$ cat src/rtl/bubble_hit_detector_if.sv
// rtl/bubble_hit_detector_if.sv - pixel overlap inputs and frame report outputs of the bubble hit detector
interface bubble_hit_detector_if;
  logic        startOfFrame;
  logic        ballDrawingRequest;
  logic        ropeDrawingRequest;
  logic        playerDrawingRequest;
  logic        collision;
  logic        ropeHit;
  logic        playerHit;
  logic [15:0] score;
  logic [2:0]  lives;
  logic        gameOver;

  // Raster/game side: drives pixel requests, consumes frame reports
  modport master (
    output startOfFrame, ballDrawingRequest, ropeDrawingRequest, playerDrawingRequest,
    input  collision, ropeHit, playerHit, score, lives, gameOver
  );

  // Detector side
  modport slave (
    input  startOfFrame, ballDrawingRequest, ropeDrawingRequest, playerDrawingRequest,
    output collision, ropeHit, playerHit, score, lives, gameOver
  );
endinterface

$ cat src/rtl/bubble_hit_detector.sv
// rtl/bubble_hit_detector.sv - frame-level bubble/rope/player collision arbiter with score, lives and cooldown
module bubble_hit_detector #(
  parameter int INITIAL_LIVES   = 3,
  parameter int COOLDOWN_FRAMES = 60,
  parameter int HIT_POINTS      = 10
) (
  input logic                   clk,
  input logic                   resetN,
  bubble_hit_detector_if.slave  bus
);

  typedef enum logic [1:0] {RUN, COOLDOWN, GAME_OVER} state_t;

  localparam logic [7:0]  CD_INIT    = 8'(COOLDOWN_FRAMES);
  localparam logic [2:0]  LIVES_INIT = 3'(INITIAL_LIVES);
  localparam logic [16:0] POINTS     = 17'(HIT_POINTS);

  state_t      state_q, state_d;
  logic        rope_flag_q, rope_flag_d;
  logic        player_flag_q, player_flag_d;
  logic [7:0]  cd_cnt_q, cd_cnt_d;
  logic [15:0] score_q, score_d;
  logic [2:0]  lives_q, lives_d;
  logic        game_over_q, game_over_d;
  logic        rope_hit_q, rope_hit_d;
  logic        player_hit_q, player_hit_d;
  logic        collision_q, collision_d;

  logic [16:0] score_sum;
  logic [15:0] score_sat;
  logic [2:0]  lives_dec;

  assign score_sum = {1'b0, score_q} + POINTS;
  assign score_sat = score_sum[16] ? 16'hFFFF : score_sum[15:0];
  assign lives_dec = (lives_q == 3'd0) ? 3'd0 : lives_q - 3'd1;

  // Overlap latches: cleared at frame start, but a same-cycle overlap re-sets them for the new frame
  always_comb begin
    rope_flag_d   = (bus.startOfFrame ? 1'b0 : rope_flag_q)
                  | (bus.ballDrawingRequest & bus.ropeDrawingRequest);
    player_flag_d = (bus.startOfFrame ? 1'b0 : player_flag_q)
                  | (bus.ballDrawingRequest & bus.playerDrawingRequest);
  end

  // Once-per-frame evaluation of last frame's flags; player hit outranks rope hit
  always_comb begin
    state_d      = state_q;
    cd_cnt_d     = cd_cnt_q;
    score_d      = score_q;
    lives_d      = lives_q;
    game_over_d  = game_over_q;
    rope_hit_d   = 1'b0;
    player_hit_d = 1'b0;
    if (bus.startOfFrame) begin
      case (state_q)
        RUN: begin
          if (player_flag_q) begin
            player_hit_d = 1'b1;
            lives_d      = lives_dec;
            if (lives_dec == 3'd0) begin
              state_d     = GAME_OVER;
              game_over_d = 1'b1;
            end else begin
              cd_cnt_d = CD_INIT;
              state_d  = COOLDOWN;
            end
          end else if (rope_flag_q) begin
            rope_hit_d = 1'b1;
            score_d    = score_sat;
          end
        end
        COOLDOWN: begin
          // Player is invulnerable here, including the frame where the count expires
          if (rope_flag_q) begin
            rope_hit_d = 1'b1;
            score_d    = score_sat;
          end
          if (cd_cnt_q <= 8'd1) begin
            cd_cnt_d = 8'd0;
            state_d  = RUN;
          end else begin
            cd_cnt_d = cd_cnt_q - 8'd1;
          end
        end
        GAME_OVER: ;
        default: state_d = RUN;
      endcase
    end
    collision_d = rope_hit_d | player_hit_d;
  end

  // State, counters and registered report pulses
  always_ff @(posedge clk or negedge resetN) begin
    if (!resetN) begin
      state_q       <= RUN;
      rope_flag_q   <= 1'b0;
      player_flag_q <= 1'b0;
      cd_cnt_q      <= 8'd0;
      score_q       <= 16'd0;
      lives_q       <= LIVES_INIT;
      game_over_q   <= 1'b0;
      rope_hit_q    <= 1'b0;
      player_hit_q  <= 1'b0;
      collision_q   <= 1'b0;
    end else begin
      state_q       <= state_d;
      rope_flag_q   <= rope_flag_d;
      player_flag_q <= player_flag_d;
      cd_cnt_q      <= cd_cnt_d;
      score_q       <= score_d;
      lives_q       <= lives_d;
      game_over_q   <= game_over_d;
      rope_hit_q    <= rope_hit_d;
      player_hit_q  <= player_hit_d;
      collision_q   <= collision_d;
    end
  end

  assign bus.collision = collision_q;
  assign bus.ropeHit   = rope_hit_q;
  assign bus.playerHit = player_hit_q;
  assign bus.score     = score_q;
  assign bus.lives     = lives_q;
  assign bus.gameOver  = game_over_q;

endmodule

$ cat src/flat_wrapper.sv
// flat-port wrapper written by rule: the top's interface ports become plain ports
module bubble_hit_detector_flat 
#(
  parameter int INITIAL_LIVES   = 3,
  parameter int COOLDOWN_FRAMES = 60,
  parameter int HIT_POINTS      = 10
)
  (clk, resetN, bus_startOfFrame, bus_ballDrawingRequest, bus_ropeDrawingRequest, bus_playerDrawingRequest, bus_collision, bus_ropeHit, bus_playerHit, bus_score, bus_lives, bus_gameOver);
  bubble_hit_detector_if bus_i ();
  input logic clk;
  input logic resetN;
  input wire logic [$bits(bus_i.startOfFrame)-1:0] bus_startOfFrame;
  input wire logic [$bits(bus_i.ballDrawingRequest)-1:0] bus_ballDrawingRequest;
  input wire logic [$bits(bus_i.ropeDrawingRequest)-1:0] bus_ropeDrawingRequest;
  input wire logic [$bits(bus_i.playerDrawingRequest)-1:0] bus_playerDrawingRequest;
  output wire logic [$bits(bus_i.collision)-1:0] bus_collision;
  output wire logic [$bits(bus_i.ropeHit)-1:0] bus_ropeHit;
  output wire logic [$bits(bus_i.playerHit)-1:0] bus_playerHit;
  output wire logic [$bits(bus_i.score)-1:0] bus_score;
  output wire logic [$bits(bus_i.lives)-1:0] bus_lives;
  output wire logic [$bits(bus_i.gameOver)-1:0] bus_gameOver;
  assign bus_i.startOfFrame = bus_startOfFrame;
  assign bus_i.ballDrawingRequest = bus_ballDrawingRequest;
  assign bus_i.ropeDrawingRequest = bus_ropeDrawingRequest;
  assign bus_i.playerDrawingRequest = bus_playerDrawingRequest;
  assign bus_collision = bus_i.collision;
  assign bus_ropeHit = bus_i.ropeHit;
  assign bus_playerHit = bus_i.playerHit;
  assign bus_score = bus_i.score;
  assign bus_lives = bus_i.lives;
  assign bus_gameOver = bus_i.gameOver;
  bubble_hit_detector #(.INITIAL_LIVES(INITIAL_LIVES), .COOLDOWN_FRAMES(COOLDOWN_FRAMES), .HIT_POINTS(HIT_POINTS)) u_core (.clk(clk), .resetN(resetN), .bus(bus_i));
endmodule
$ cat config.mk
export PLATFORM = sky130hd
export DESIGN_NAME = bubble_hit_detector_flat
export DESIGN_NICKNAME = d
export VERILOG_FILES = /design/src/rtl/bubble_hit_detector_if.sv /design/src/rtl/bubble_hit_detector.sv /design/src/flat_wrapper.sv
export SDC_FILE = /design/constraint.sdc
export NUM_CORES = 1
export LEC_CHECK = 0
export ABC_AREA = 1
export CAP_MARGIN = 10
export CORE_MARGIN = 2
export CORE_UTILIZATION = 49
export CTS_CLUSTER_DIAMETER = 120
export CTS_CLUSTER_SIZE = 16
export DETAILED_ROUTE_END_ITERATION = 6
export HOLD_SLACK_MARGIN = 0.15
export PLACE_DENSITY_LB_ADDON = 0.3
export REMOVE_ABC_BUFFERS = 1
export SETUP_SLACK_MARGIN = 0.3
export SKIP_LAST_GASP = 1
export SLEW_MARGIN = 20
export SYNTH_ARGS = -nofsm -noshare
export SYNTH_HDL_FRONTEND = slang
export SYNTH_SLANG_ARGS = --single-unit
$ cat constraint.sdc
create_clock -name clk -period 1.3 [get_ports clk]
set_input_delay 0.325 -clock clk [delete_from_list [all_inputs] [get_ports clk]]
set_output_delay 0.325 -clock clk [all_outputs]
set_load 0.005 [all_outputs]
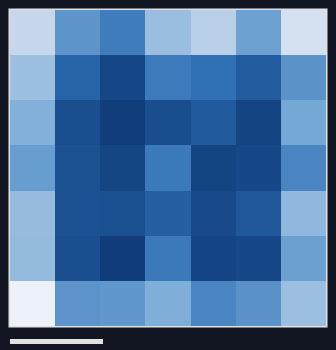
run_1/density.png
The bar under the picture is 20 µm long. 7 x 7 tiles, from white (low) to dark blue (high), 0 to 100% covered.
densest ninth of the die: middle
fullest tile: 95%
mean over tiles: 67%
tiles over 75% full: 43%

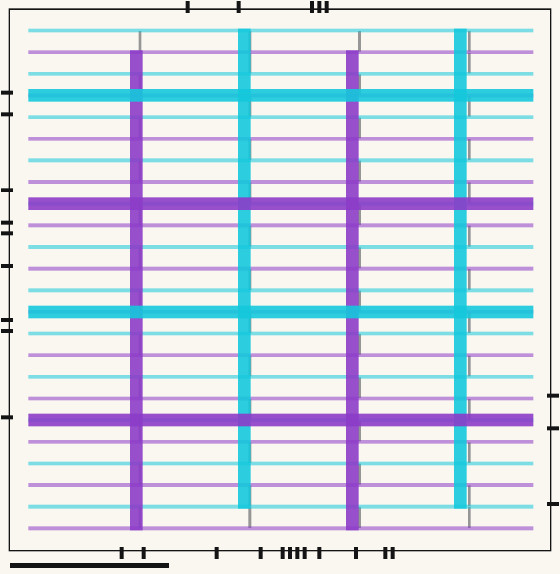
run_1/pdn.png
The bar under the picture is 20 µm long. Pins as bars on the die edge. Tap cells in grey.
[cyan] VDD
[purple] VSS
met5 straps: 4
tap cells: 50
met4 straps: 4
signal pins: 29

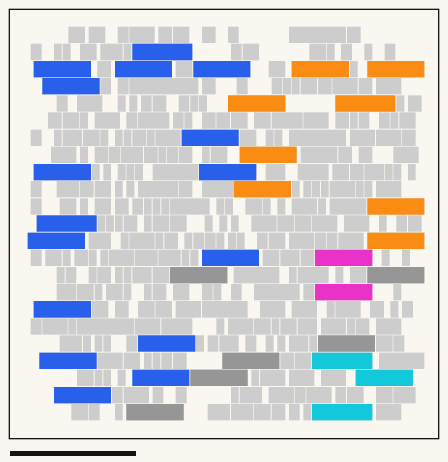
run_1/registers.png
The bar under the picture is 20 µm long.
[cyan] `u_core.bus.lives` | sequential cells: 3
[blue] `u_core.bus.score` | sequential cells: 16
[orange] `u_core.cd_cnt_q` | sequential cells: 8
[magenta] `u_core.state_q` | sequential cells: 2
not coloured: 6

==> impl_metrics.json, run 1 <==
{
  "largest_class": "multi-input combinational cells",
  "outcome": "finished with violations",
  "chip_area_um2": 4605,
  "sh_seq_area": 0.2817,
  "top_layer_used": "met4",
  "crit_path_start": "u_core.cd_cnt_q[0]",
  "first_pass_iters": 4,
  "gp_congestion": 0.8770,
  "vdd_drop_max_mv": 1.100,
  "logic_gates": 181,
  "comb_share": 0.3975,
  "cts_buffers": 5,
  "tightest_slew_ns": 0.2598,
  "violations": "setup timing",
  "synth_area_leader_cell": "dfrtp_1",
  "power_w": 0.005068,
  "path_common_cell": "nor2_4",
  "crit-reg2reg-launch": "u_core.cd_cnt_q[0]",
  "max_stage_delay_ns": 0.44,
  "nFlopsAndLatches": 35,
  "timing.final.ws_setup_ns": -0.1357,
  "tool_warnings": 28,
  "wl_mm": 6.034,
  "fp_util": 0.5032,
  "num_io_pins": 29,
  "crit_fanout": 3,
  "clock_area_frac": 0.03755,
  "final_common_cell": "nand2_1",
  "finalSetupViolCount": 28,
  "nClkBuffers": 6,
  "n_antenna_cell": 0,
  "synth.area.mux_share": 0,
  "htreeDepth": 2
}
==> run 1: synth_stat cells (3+ instances only) <==
cell	number
nand2_1	80
nor2_8	3
xor2_1	3
nand3_1	24
ha_1	3
dfrtp_1	33
inv_1	37
nand4_1	5
nor2_1	27
o21ai_0	8
nor2_4	3
nand2_2	3
a21boi_1	3
inv_2	3
==> run 1: state kept, by name, summed over array words and instances (netlist names) <==
signal	flops
u_core.bus.score	16
u_core.cd_cnt_q	8
u_core.bus.lives	3
u_core.state_q	2
u_core.bus.collision	1
u_core.bus.gameOver	1
u_core.bus.playerHit	1
u_core.bus.ropeHit	1
u_core.player_flag_q	1
u_core.rope_flag_q	1
==> run 1: where the power goes <==
group	total, W	switching [W]	internal, W
Sequential	0.00149	0.000189	0.00130
Combinational	0.00254	0.00135	0.00119
Clock	0.00104	0.000418	0.000621
run_1/port_nets.png
The bar under the picture is 20 µm long.
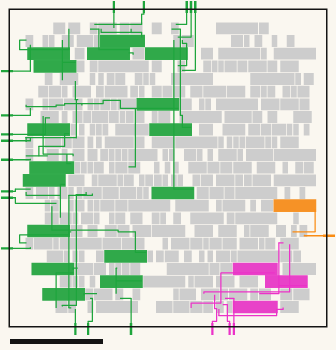

--- run 2 (diff from run 1) ---
--- a/config.mk
+++ b/config.mk
@@ -5,10 +5,9 @@
 export SDC_FILE = /design/constraint.sdc
 export NUM_CORES = 1
 export LEC_CHECK = 0
-export ABC_AREA = 1
 export CAP_MARGIN = 10
 export CORE_MARGIN = 2
-export CORE_UTILIZATION = 49
+export CORE_UTILIZATION = 47
 export CTS_CLUSTER_DIAMETER = 120
 export CTS_CLUSTER_SIZE = 16
 export DETAILED_ROUTE_END_ITERATION = 6
==> constraint.sdc (replaced) <==
create_clock -name clk -period 1.2 [get_ports clk]
set_input_delay 0.3 -clock clk [delete_from_list [all_inputs] [get_ports clk]]
set_output_delay 0.3 -clock clk [all_outputs]
set_load 0.005 [all_outputs]
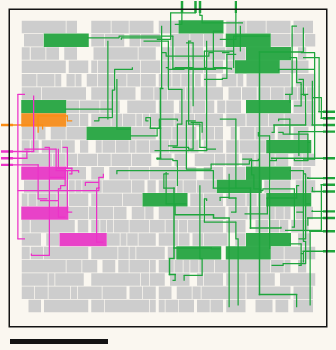
run_2/port_nets.png
The bar under the picture is 20 µm long.
[magenta] `bus_lives` | bits: 3 | direction: output | edge: left | end cells: 3 | buffers: 6 | wire: 190 µm
[green] `bus_score` | bits: 16 | direction: output | edge: 12 right, 4 top | end cells: 16 | buffers: 33 | wire: 1050 µm
[orange] `bus_gameOver` | bits: 1 | direction: output | edge: left | end cells: 1 | buffers: 1 | wire: 18.4 µm

==> run 2 against run 1 <==
Compared with the run above:
- the run still ends with setup timing left
- critical path depth shrank 1
- via count up 19%
- clock-buffer cell count increased by 1
- global-route usage is 8.6 points higher
- critical path type unchanged
- critical endpoint is now u_core.bus.score[11]
==> impl_metrics.json, run 2 <==
{
  "comb_share": 0.3271,
  "largest_reg_flops": 16,
  "top_cells_by_count": "dfrtp_1, nand2_1, o21ai_0",
  "cts_buffers": 5,
  "timing.final.ws_setup_ns": -0.6367,
  "largest_class": "buffers",
  "first_pass_iters": 5,
  "gp_congestion": 0.8568,
  "violations": "setup timing",
  "max_stage_delay_ns": 0.42,
  "vdd_drop_max_mv": 2.323,
  "nFlopsAndLatches": 35,
  "internal_power_w": 0.003385,
  "tightest_slew_ns": 0.4574,
  "outcome": "finished with violations",
  "num_io_pins": 29,
  "tool_warnings": 28,
  "crit-reg2reg-launch": "u_core.bus.score[1]",
  "crit_fanout": 5,
  "finalSetupViolCount": 44,
  "wl_mm": 9.058,
  "fp_util": 0.4799
}
run 2: netlist changes by cell type in the layout (fill, tap and decap cells not counted), sizes merged, moves of 4 or more:
cell    delta
a21oi      +5
a31oi      +4
buf       +46
inv       -30
nand2     -61
nand3     -13
nand4b     +4
nor2      -29
nor3       +5
o21ai      +8
or3        +6
run 2: cell families after synthesis:
group           synth area share
simple gates              0.2459
compound gates            0.1446
flops                     0.5076
buf+inv                  0.03688
xor+xnor                 0.03037
fa+ha+maj                0.02169
mux                      0.01301
run 2: metal layers:
metal	up-vias	wire, µm
met5	-	0
met4	0	868
met3	110	970
met2	244	4173
met1	1131	3046
li1	930	-
run_2/registers.png
The bar under the picture is 20 µm long.
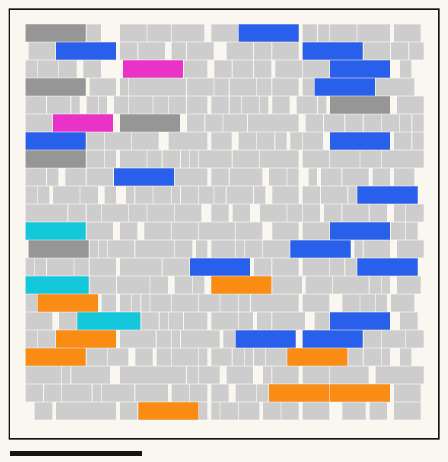

--- run 3 (diff from run 2) ---
--- a/config.mk
+++ b/config.mk
@@ -7,7 +7,7 @@
 export LEC_CHECK = 0
 export CAP_MARGIN = 10
 export CORE_MARGIN = 2
-export CORE_UTILIZATION = 47
+export CORE_UTILIZATION = 50
 export CTS_CLUSTER_DIAMETER = 120
 export CTS_CLUSTER_SIZE = 16
 export DETAILED_ROUTE_END_ITERATION = 6
==> constraint.sdc (replaced) <==
create_clock -name clk -period 1.78 [get_ports clk]
set_input_delay 0.445 -clock clk [delete_from_list [all_inputs] [get_ports clk]]
set_output_delay 0.445 -clock clk [all_outputs]
set_load 0.005 [all_outputs]
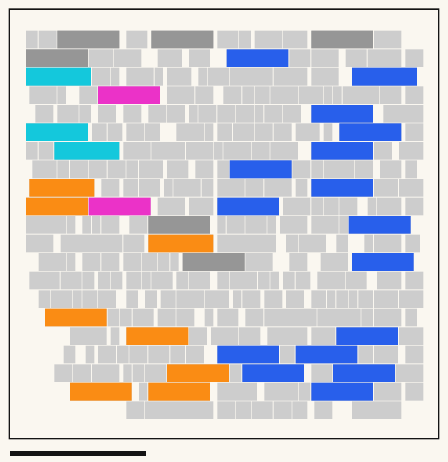
run_3/registers.png
The bar under the picture is 20 µm long.
[blue] `u_core.bus.score` | sequential cells: 16
[magenta] `u_core.state_q` | sequential cells: 2
[orange] `u_core.cd_cnt_q` | sequential cells: 8
[cyan] `u_core.bus.lives` | sequential cells: 3

==> run 3 against run 2 <==
Compared with the run above:
- the run still ends with setup timing left
- sequential power down 32%
- clock skew up 0.0069 ns
- synthesized cell count unchanged
- setup slack better by 0.61 ns
- routed wire length down 25%
- sequential share of layout area up 3.8 points
- synthesized area unchanged
- via count down 16%
- critical path type unchanged
==> impl_metrics.json, run 3 <==
{
  "outcome": "finished with violations",
  "violations": "setup timing",
  "cts_buffers": 5,
  "cp.depth": 6,
  "synthAoiAreaFrac": 0.1446,
  "drc": 0,
  "tool_warnings": 28,
  "vdd_drop_max_mv": 0.7505,
  "max_freq_ghz": 0.5544,
  "path_delay_family": "simple AND/OR/NAND/NOR gates",
  "ys_seq_elements": 35,
  "num_io_pins": 29,
  "end_kind": "register",
  "topCellsByArea": "dfrtp_1, o21ai_0, nand2_1",
  "swShare": 0.3790,
  "top_cells_by_count": "dfrtp_1, nand2_1, o21ai_0",
  "crit_fanout": 5,
  "gp_congestion": 0.8665,
  "core-area_um2": 3337,
  "avgSynthCellArea_um2": 9.560,
  "synth.area.mux_share": 0.01302,
  "n_fill_cell": 140,
  "switchingPower_w": 0.001148,
  "largest_reg_flops": 16,
  "synth-xor-area-share": 0.03037,
  "htreeDepth": 2,
  "logic_family": "simple AND/OR/NAND/NOR gates",
  "finalSetupViolCount": 3,
  "postPlaceCellArea_um2": 2268,
  "max_stage_delay_ns": 0.43,
  "wl_mm": 6.757,
  "internal_power_w": 0.001881,
  "first_pass_iters": 5,
  "p_per_area_nw_per_um2": 1018,
  "fp_util": 0.5186,
  "ys_seq_frac": 0.5076,
  "cts_buffer_depth": 2,
  "power_frac_comb": 0.441,
  "timing.final.ws_setup_ns": -0.02374,
  "tns_ns": -0.05072,
  "crit-reg2reg-launch": "u_core.bus.score[2]",
  "synth-simple-area-share": 0.2458,
  "drt_iter0_drc": 306,
  "avgViaCountPerCell": 6.160,
  "r2r_cells": 6,
  "adder_share": 0.02169,
  "tightest_slew_ns": 0.4364
}
==> run 3: cell type report <==
type,count,area share
flip-flops and latches,35,0.2965
clock inverters,1,0.002523
well taps,46,0.01934
inverters,11,0.01640
repair buffers,100,0.2994
clock buffers,7,0.02187
multi-input cells,131,0.3440
==> run 3: routing by layer <==
layer,vias to the layer above,wire (µm),track usage
met2,131,3462,0.5242
met4,0,363,0.1472
li1,868,-,-
met1,1002,2535,0.3136
met5,-,0,0
met3,38,394,0.06667
==> run 3: kinds of logic after synthesis <==
kind of cell               Yosys count
xor gates and xnor gates             6
buffers and inverters               15
AOI/OAI and AO/OA                   42
and+or+nand+nor                     78
adders and majority gates            3
muxes                                2
DFF                                 35

==> gallery <==
Cell placement.
Plate I
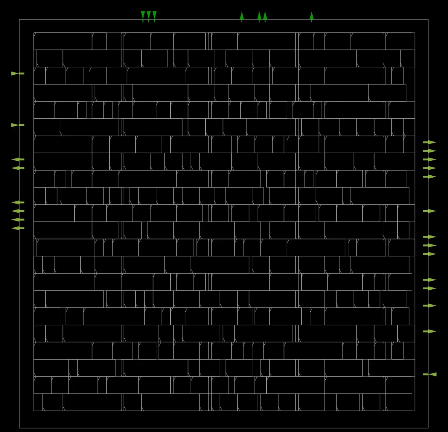
Plate II
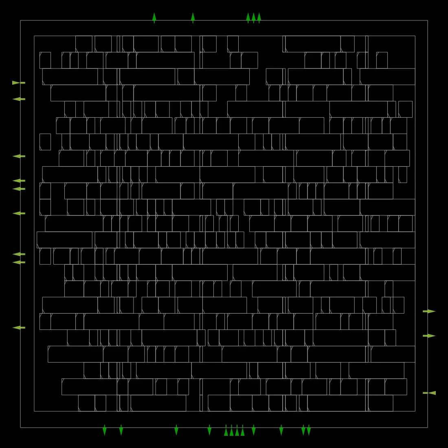
Plate III
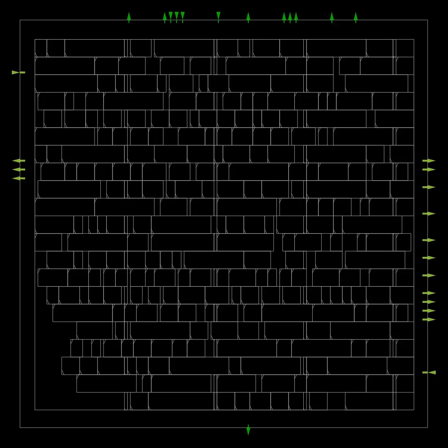
For run 3, see Plate III.
For run 2, see Plate I.
For run 1, see Plate II.

Power and IR drop assume default switching activity.
